Design serial_add_ctrl, sky130hd; sources not shown.
Figure 1. The metal 2 layer.
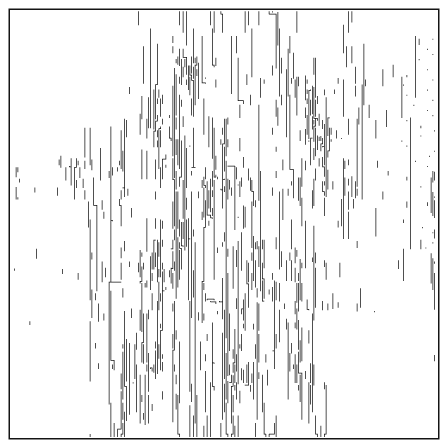
main direction: vertical
wire length on this layer: 3970 um
longest straight run: 48.3 um
nets with wire on the layer: 450
share of all routed wire: 46%
WL final: 8610 um
total vias in the final route: 2966

Figure 2. Placement by cell class.
The bar under the picture is 20 um long. Fill, decap, tap and diode cells in grey.
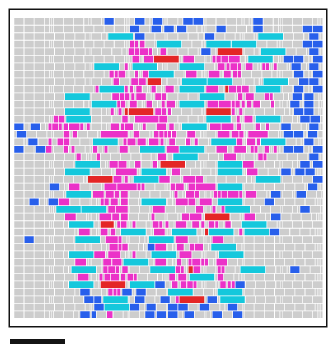
[clock drivers and dummy loads] red | cells: 15 | share of their area: 5.4%
[other buffers and delay cells] blue | cells: 100 | share of their area: 20%
[all other logic] magenta | cells: 281 | share of their area: 40%
[flip-flops] cyan | cells: 70 | share of their area: 35%
share of cell area taken by flip-flops and latches: 33.8%
final core area utilization: 42.7%
Layout Cell Area excl Fill: 5190 um^2
area inside the core boundary: 12200 um^2
std cell rows: 40

==> git commit body <==
Log flow metrics for this revision

- After layout, the minimum clock period comes to 3.42 ns.
- The min-delay analysis places its worst path in the category reg2reg.
- The worst hold path was traced through 2 stages.
- Crit-path max cell delay: 0.52 ns
* Floorplan utilization: 33.2%
- The flow reports power dissipated in the clock network as 0.407 mW.
- Number of logic stages on the critical path including buffering: 5
- Kind of cell with the highest combined delay on the critical path: simple AND/OR/NAND/NOR gates
* Post-CTS resize count: 0
* Maximum capacitance violations: 0
* Top cell area share: 43.4%
* Top logic cell by instance count in the layout: clkdlybuf4s50_1
* Synth Register Bits: 70
- Growth of design area from synthesis to finish: 28.6%
- Sum of net half-perimeters after detailed placement: 6370 um
- Data required time of the critical path: 7.38 ns
- Initial antenna violation count: 0
- Port Buffers: 98
- Setup repair after global routing left no endpoint under its margin.
- Run status: completed
- Dominant non-sequential cell family after synthesis: AND-OR/OR-AND gates
- Once the clock tree was built, the setup fixing pass inserted 0 buffers.
- Clock share of power: 20.8%
* Fraction of power consumed by combinational cells: 44.1%
* Worst supply voltage drop on vdd: 0.115 mV
- Asr flop ratio synth: 100%
* Antenna violation net count after detailed routing: 0
- Final worst hold slack: 0.474 ns
- Syn avg cell area: 10.2 um^2
* Post-synthesis adder-cell area fraction: 7.38%
- Crit. End Element: register
- Summing all placed instances gives a cell area of 4920 um^2.
- Global router's overall resource usage: 13.9%
- DRT iter0 DRCs: 134
- Number of inserted filler cells in the final layout: 1172
- TritonCTS sink count: 70
- For this design the ratio of total power to cell area is 377 nW/um^2.
- The final layout contains 520 nets.
- The multi-input combinational cells in the finished layout cover a total of 1920 um^2.
- Tool warning count: 26
- Slew of the pin with the lowest slew margin: 0.895 ns
* Setup slack at placement: 3.34 ns
- Simple Share, Synth: 12.5%
- Number of buffers inserted during clock tree synthesis: 9
- The number of global-route vias before repair was 2760.
- Boundary Pins: 99
- The internal power of the cells totals 1.24 mW.
cells in the mapped netlist, drive strengths merged, types with 5 or more instances:
master  number
dfrtp       70
nand2       44
buf         36
mux2        28
nor2        27
o21ai       21
ha          19
a21oi       15
inv         14
a31oi       13
xnor2       11
a21o         9
clkbuf       9
nand2b       9
xor2         8
nand3        6
o21a         5
o21bai       5
cell type report:
class,instances,share of cell area (%)
clock buffers,14,5.09
clock inverters,1,0.0964
inverters,14,1.01
multi-input cells,267,36.9
flip-flops and latches,70,33.8
well taps,168,4.05
repair buffers,100,19.1
layer usage:
metal / part of all wire [%] / wire length, um / GRT usage, %
met5: 0 / 0 / 0
met2: 46 / 3970 / 22.2
met3: 4.6 / 398 / 3.60
met4: 1.6 / 140 / 5.45
met1: 48 / 4100 / 18.1
Power and IR drop assume default switching activity.
